<file path="config.mk">
export PLATFORM = sky130hd
export DESIGN_NAME = mac_sequencer
export DESIGN_NICKNAME = d
export VERILOG_FILES = /design/src/rtl/mac_sequencer.sv
export SDC_FILE = /design/constraint.sdc
export NUM_CORES = 1
export LEC_CHECK = 0
export CAP_MARGIN = 20
export CORE_ASPECT_RATIO = 0.5
export CORE_MARGIN = 4
export CORE_UTILIZATION = 59
export CTS_CLUSTER_DIAMETER = 80
export DETAILED_ROUTE_END_ITERATION = 16
export GPL_TIMING_DRIVEN = 0
export HOLD_SLACK_MARGIN = 0.15
export PLACE_DENSITY_LB_ADDON = 0.25
export SLEW_MARGIN = 20
export SYNTH_ARGS = -nofsm -noshare
export SYNTH_HDL_FRONTEND = slang
export SYNTH_SLANG_ARGS = --single-unit
</file>
<file path="constraint.sdc">
create_clock -name CLK -period 5.1 [get_ports CLK]
set_input_delay 1.02 -clock CLK [delete_from_list [all_inputs] [get_ports CLK]]
set_output_delay 1.02 -clock CLK [all_outputs]
set_load 0.01 [all_outputs]
</file>
<file path="src/rtl/mac_sequencer.sv">
// mac_sequencer: control FSM for a MAC datapath built from one-bit register banks.
// Runs a job of N multiply-accumulate terms: one CLEAR cycle, N ACCUM cycles, then
// holds DONE until ACK. Every output is a flop, so no input reaches an output
// combinationally.
module mac_sequencer #(
   parameter int unsigned CNT_W = 8
) (
   input  logic             CLK,
   input  logic             R,
   input  logic             START,
   input  logic [CNT_W-1:0] N_TERMS,
   input  logic             ABORT,
   input  logic             ACK,
   output logic             OP_LD,
   output logic [CNT_W-1:0] IDX,
   output logic             ACC_CLR,
   output logic             ACC_EN,
   output logic             BUSY,
   output logic             DONE
);

   typedef enum logic [1:0] {StIdle, StClear, StAccum, StDone} state_e;

   localparam logic [CNT_W-1:0] One = CNT_W'(1);
   localparam logic [CNT_W-1:0] Two = CNT_W'(2);

   state_e           state_q;
   logic [CNT_W-1:0] cnt_q;
   logic [CNT_W-1:0] n_q;
   logic             op_ld_q;
   logic [CNT_W-1:0] idx_q;
   logic             acc_clr_q;
   logic             acc_en_q;
   logic             busy_q;
   logic             done_q;

   // State, counter and outputs advance together; each output flop is loaded with
   // the value that belongs to the state being entered.
   always_ff @(posedge CLK) begin
      if (R) begin
         state_q   <= StIdle;
         cnt_q     <= '0;
         n_q       <= '0;
         op_ld_q   <= 1'b0;
         idx_q     <= '0;
         acc_clr_q <= 1'b0;
         acc_en_q  <= 1'b0;
         busy_q    <= 1'b0;
         done_q    <= 1'b0;
      end else begin
         op_ld_q   <= 1'b0;
         idx_q     <= '0;
         acc_clr_q <= 1'b0;
         acc_en_q  <= 1'b0;
         busy_q    <= 1'b0;
         done_q    <= 1'b0;
         unique case (state_q)
            StIdle: begin
               if (START) begin
                  state_q   <= StClear;
                  n_q       <= N_TERMS;
                  cnt_q     <= '0;
                  acc_clr_q <= 1'b1;
                  op_ld_q   <= (N_TERMS != '0);
                  busy_q    <= 1'b1;
               end
            end
            StClear: begin
               if (ABORT) begin
                  state_q <= StIdle;
               end else if (n_q == '0) begin
                  state_q <= StDone;
                  busy_q  <= 1'b1;
                  done_q  <= 1'b1;
               end else begin
                  // Entering ACCUM with k=0: operand 1 is loaded while term 0 is added.
                  state_q  <= StAccum;
                  acc_en_q <= 1'b1;
                  busy_q   <= 1'b1;
                  op_ld_q  <= (n_q > One);
                  idx_q    <= (n_q > One) ? One : '0;
               end
            end
            StAccum: begin
               if (ABORT) begin
                  state_q <= StIdle;
               end else if (cnt_q == n_q - One) begin
                  state_q <= StDone;
                  busy_q  <= 1'b1;
                  done_q  <= 1'b1;
               end else begin
                  // Next k is cnt_q+1; it loads operand k+1 while terms remain.
                  cnt_q    <= cnt_q + One;
                  acc_en_q <= 1'b1;
                  busy_q   <= 1'b1;
                  op_ld_q  <= ((cnt_q + One) < (n_q - One));
                  idx_q    <= ((cnt_q + One) < (n_q - One)) ? (cnt_q + Two) : '0;
               end
            end
            StDone: begin
               if (ACK) begin
                  state_q <= StIdle;
               end else begin
                  busy_q <= 1'b1;
                  done_q <= 1'b1;
               end
            end
            default: state_q <= StIdle;
         endcase
      end
   end

   assign OP_LD   = op_ld_q;
   assign IDX     = idx_q;
   assign ACC_CLR = acc_clr_q;
   assign ACC_EN  = acc_en_q;
   assign BUSY    = busy_q;
   assign DONE    = done_q;

endmodule
</file>
==> design notes <==
In this run the critical path is formed by ha_1 -> nand4_1 -> xnor2_1 -> ha_1 -> a21o_1 -> a21o_1 -> a211oi_1 -> nand4bb_1 -> buf_2 -> nor2_1. Before antenna repair, the detailed router went through 4 iterations. The area fraction in full adders, half adders and majority gates was 11.2%. The capture point of the worst reg-to-reg path was IDX[3]. According to the floorplan log, the row count is 14.

The number of warnings in the stage logs was 31; the setup TNS was 0 ns. The run gives 2290 µm² as the final design area excluding fillers. Per the final timing report, the hold violations number 0. Broken down by cell family, the worst path's largest delay share belongs to AND-OR/OR-AND gates. The synthesis log from Yosys contains 0 warnings. Of the available clock period, the critical path in the final layout requires 59.8%. The cell with the largest stage delay on the worst path was sky130_fd_sc_hd__a211oi_1. The power report puts the leakage power at 0.931 nW. The number of cells in Yosys stat is 215, and the floorplan die area is 4240 µm². The tally of max-capacitance violations was 0. The CTS log lists the clock sinks for this run as 31. After synthesis, the share of cell area in mux cells is 0.527%.

Recorded from the global router log, the overflow total was 0. The routability-driven placement congestion ratio is 0.920. The run gives 1516 as the via count of the first global-routing pass. In the layout the commonest cells are sky130_fd_sc_hd__nand2_1 (32), sky130_fd_sc_hd__dfxtp_1 (31), sky130_fd_sc_hd__clkdlybuf4s50_1 (24). In the setup report, the worst path falls into the class reg2reg. Between the synthesized netlist and the finished layout, the area growth was recorded as 20.6%. The flow reported a cell area power density of 267 nW/µm².

The endpoint class of the critical path was a flip-flop. Detailed placement reports a standard cell area of 2190 µm². With the buffer depth of the longest clock path at 2, the number of nets at floorplan is 245. Per the final layout report, the fraction of cells sized above drive strength 1 comes to 8.10%.

Entering global routing, the biggest net connects 11 pins. Maximum fanout along the worst path: 7. TritonCTS built the clock tree. The instance count along the most critical hold path is 2, and the worst reg2reg path depth is 10. The synthesized netlist devotes 15.8% of its cell area to compound gates. Per the TritonCTS log, the buffer count is 5. Looking at the max-slew report, the worst-margin pin has a slew of 0.657 ns.

Count of nets left with antenna violations after detail routing: 0. For the maximum clock frequency, the log shows 328 MHz. The tools report the cell chosen for the clock root as sky130_fd_sc_hd__clkbuf_8. Nature of the critical path startpoint: a flip-flop. The clock slew seen by the registers of the worst setup and hold paths was 0.06 ns. Yosys reported a register bit count of 31.

The main logic family after synthesis is simple AND/OR/NAND/NOR gates. The run gives 0 as the post-detailed-route DRC marker count. The highest supply drop recorded on VDD is 177 µV. The run gives 3410 µm as the sum of net half-perimeters after detailed placement.

The run finished with clean final reports. The count of hold-fix buffers inserted at cts is 0, and the flop-to-flop setup slack is 2.05 ns. With the count of buffer and inverter cells on the critical path at 1, the vertical die size is 48.1 µm. Most frequently placed logic cell in the final layout: sky130_fd_sc_hd__nand2_1.

After synthesis the cells add up to 1900 µm². The clock H-tree reported by CTS has 2 levels. In the routed layout, each cell is associated on average with a via count of 5.62. The finished layout holds 287 standard cells, fillers aside. The end point of the most critical hold path was n_q[1].

The finished design was reported to have a net count of 276. For reference, XOR and XNOR gates occupy 13.8% of the area reported after synthesis. For the relative slew slack, the log shows 55.8%.

The area figure in the yosys stat output came out at 1900 µm². Startpoint of the worst register-to-register path: cnt_q[1]. The logs give 3050 µm² for the placeable core area and 1180 µm² for the footprint of the multi-input gates.

For this run, the register share of the synthesized area comes to 32.7%. Per the placement log, port buffering inserted 24 buffers. Data on the critical path is required at its endpoint by 5.32 ns.

On the worst path, the slowest cell contributes a delay of 0.54 ns. The run gives 279 for the instance count after placement with tap cells included. A synthesized cell averages 8.83 µm². The count of mapped cells out of synthesis is 215, and the count of inserted antenna diode cells is 0.
==> flip-flops by register name, indices dropped and copies added, names as in the netlist <==
name / flops
BUSY: 1
n_q: 8
OP_LD: 1
ACC_CLR: 1
DONE: 1
IDX: 8
cnt_q: 8
ACC_EN: 1
state_q: 2
==> logic make-up after synthesis <==
| kind of cell | after synthesis |
|---|---|
| muxes | 1 |
| AOI/OAI and AO/OA | 41 |
| buffers and inverters | 22 |
| xor gates and xnor gates | 25 |
| and+or+nand+nor | 78 |
| DFF | 31 |
| adders and majority gates | 17 |
==> how the worst max path moves through the flow <==
stage / to / depth (start not counted)
floorplan: IDX[4] / 10
global placement: IDX[3] / 11
detailed placement: IDX[3] / 10
CTS: IDX[3] / 10
global route: IDX[6] / 11
finish: IDX[3] / 10
==> worst min-delay path: stages, from the launching register on <==
cell                      delay (ns)
sky130_fd_sc_hd__dfxtp_1        0.34
sky130_fd_sc_hd__nand2_1        0.07
sky130_fd_sc_hd__a21oi_1        0.06
==> cells in the mapped netlist (all sizes together) <==
cell type | instances | share of area [%]
nand2 | 33 | 6.7
dfxtp | 31 | 33
ha | 17 | 11
nor2 | 14 | 2.8
xnor2 | 13 | 6.4
a21oi | 12 | 3.2
inv | 12 | 2.4
xor2 | 10 | 5.0
clkbuf | 7 | 1.4
nor3 | 7 | 2.6
o31ai | 5 | 2.0
nand2b | 4 | 1.3
nand4 | 4 | 1.3
o21ai | 4 | 1.1
a21o | 3 | 1.2
a31o | 3 | 1.4
a32o | 3 | 1.6
buf | 3 | 1.1
nand3 | 3 | 0.79
nor2b | 3 | 0.99
nor4 | 3 | 1.3
o21a | 3 | 1.2
a41oi | 2 | 0.92
nor3b | 2 | 1.1
a211oi | 1 | 0.40
a21boi | 1 | 0.40
a221oi | 1 | 1.4
a22oi | 1 | 0.40
a311oi | 1 | 0.46
a31oi | 1 | 0.33
and2 | 1 | 0.33
and3 | 1 | 0.33
mux2i | 1 | 0.53
nand4bb | 1 | 0.59
or2 | 1 | 0.33
or3 | 1 | 0.59
xnor3 | 1 | 1.2
xor3 | 1 | 1.3
==> cell type report <==
class | count | area share (%)
Buffer | 10 | 2.08
Clock buffer | 8 | 4.37
Inverter | 12 | 1.97
Multi-Input combinational cell | 162 | 51.8
Sequential cell | 31 | 27.1
Tap cell | 40 | 2.19
Timing Repair Buffer | 24 | 10.5
==> where the power goes <==
part	internal (W)	switching, W
Sequential	0.000251	0.0000109
Combinational	0.0000630	0.0000701
Clock	0.000123	0.0000924
Total	0.000437	0.000173
==> stage by stage <==
stage          setup slack (ns)  power, W  hold WS [ns]  util [%]
6_report                   2.05  0.000611         0.513      75.1
2_1_floorplan              2.76  0.000360         0.462         -
4_1_cts                    2.12  0.000612         0.507      75.1
3_3_place_gp               2.24  0.000393         0.484      71.8
5_1_grt                    1.83  0.000643         0.527      75.1
3_5_place_dp               2.16  0.000399         0.499      71.8
==> per-layer routing <==
layer,GRT usage (%),up-vias,part of all wire [%]
li1,-,811,-
met1,27.7,721,44
met2,36.1,70,45
met3,7.25,10,9.6
met4,10.5,0,1.6
met5,0,-,0
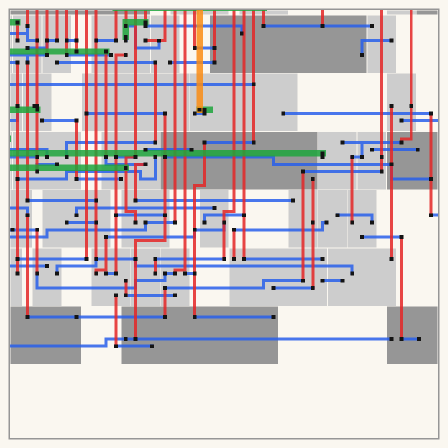
(close-up of the layout)
Window x 56 to 76, y 2 to 22 µm. Cells in gray, sequential cells in the stronger gray; small squares are vias.
metal 1 -> blue
metal 2 -> red
metal 4 -> orange
metal 3 -> green
sequential cells in the window = 3
cells with their middle in the window = 28
netlist names of flops here include = `cnt_q` (3)
most frequent = nand2_1 (5)

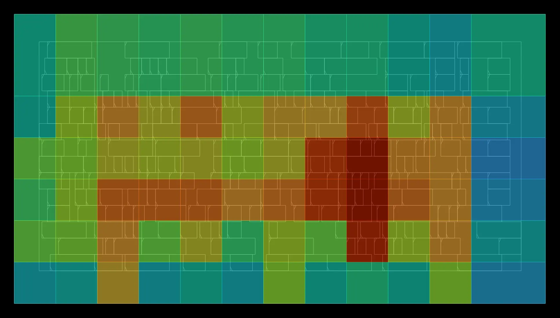
(congestion heat map)
global routing usage on met2: 36.1%
aggregate global-route resource usage: 22.2%
routed wire length per instance: 14.9 µm

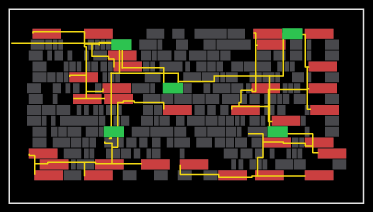
(clock network drawn from the DEF)
Scale: 4 px per µm.
clock drivers -> green  # count 5
flip-flops -> red  # count 31
clock wires -> yellow  # length 445 µm
flops lie = widely spread
Clk network pwr share: 35.3%
setup clock skew after layout: 0.00283 ns
total clock network power: 0.000215 W
clk ins delay skew pair: 0.29 ns

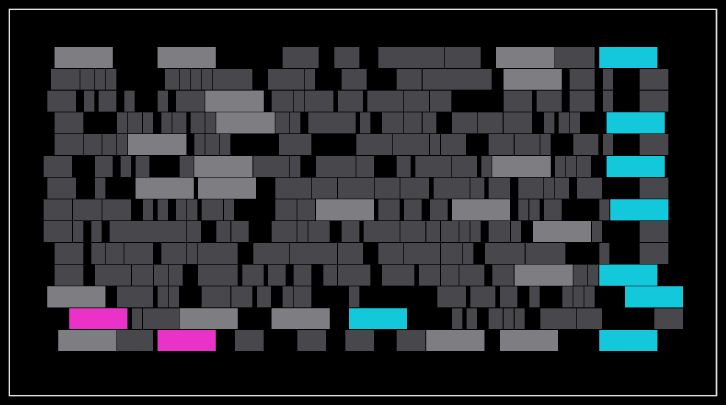
(sequential cells colored by netlist name)
Scale: 8 px per µm. Other sequential cells in the stronger gray, the rest of the logic in the fainter gray.
`state_q` -> magenta  # flops 2
`IDX` -> cyan  # flops 8
not colored = 21
sequential share of cell area: 27.1%
register area: 621 µm²

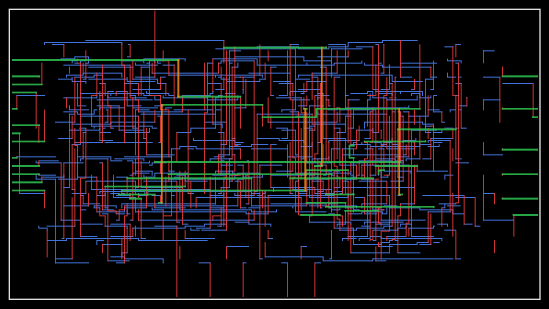
(wiring by layer)
Scale: 6 px per µm.
metal 1 -> blue  # wire length 1890 µm
metal 4 -> orange  # wire length 70.0 µm
metal 3 -> green  # wire length 413 µm
metal 2 -> red  # wire length 1910 µm
Routed Wire Length: 4280 µm
total number of vias: 1612

Power and IR drop assume default switching activity.
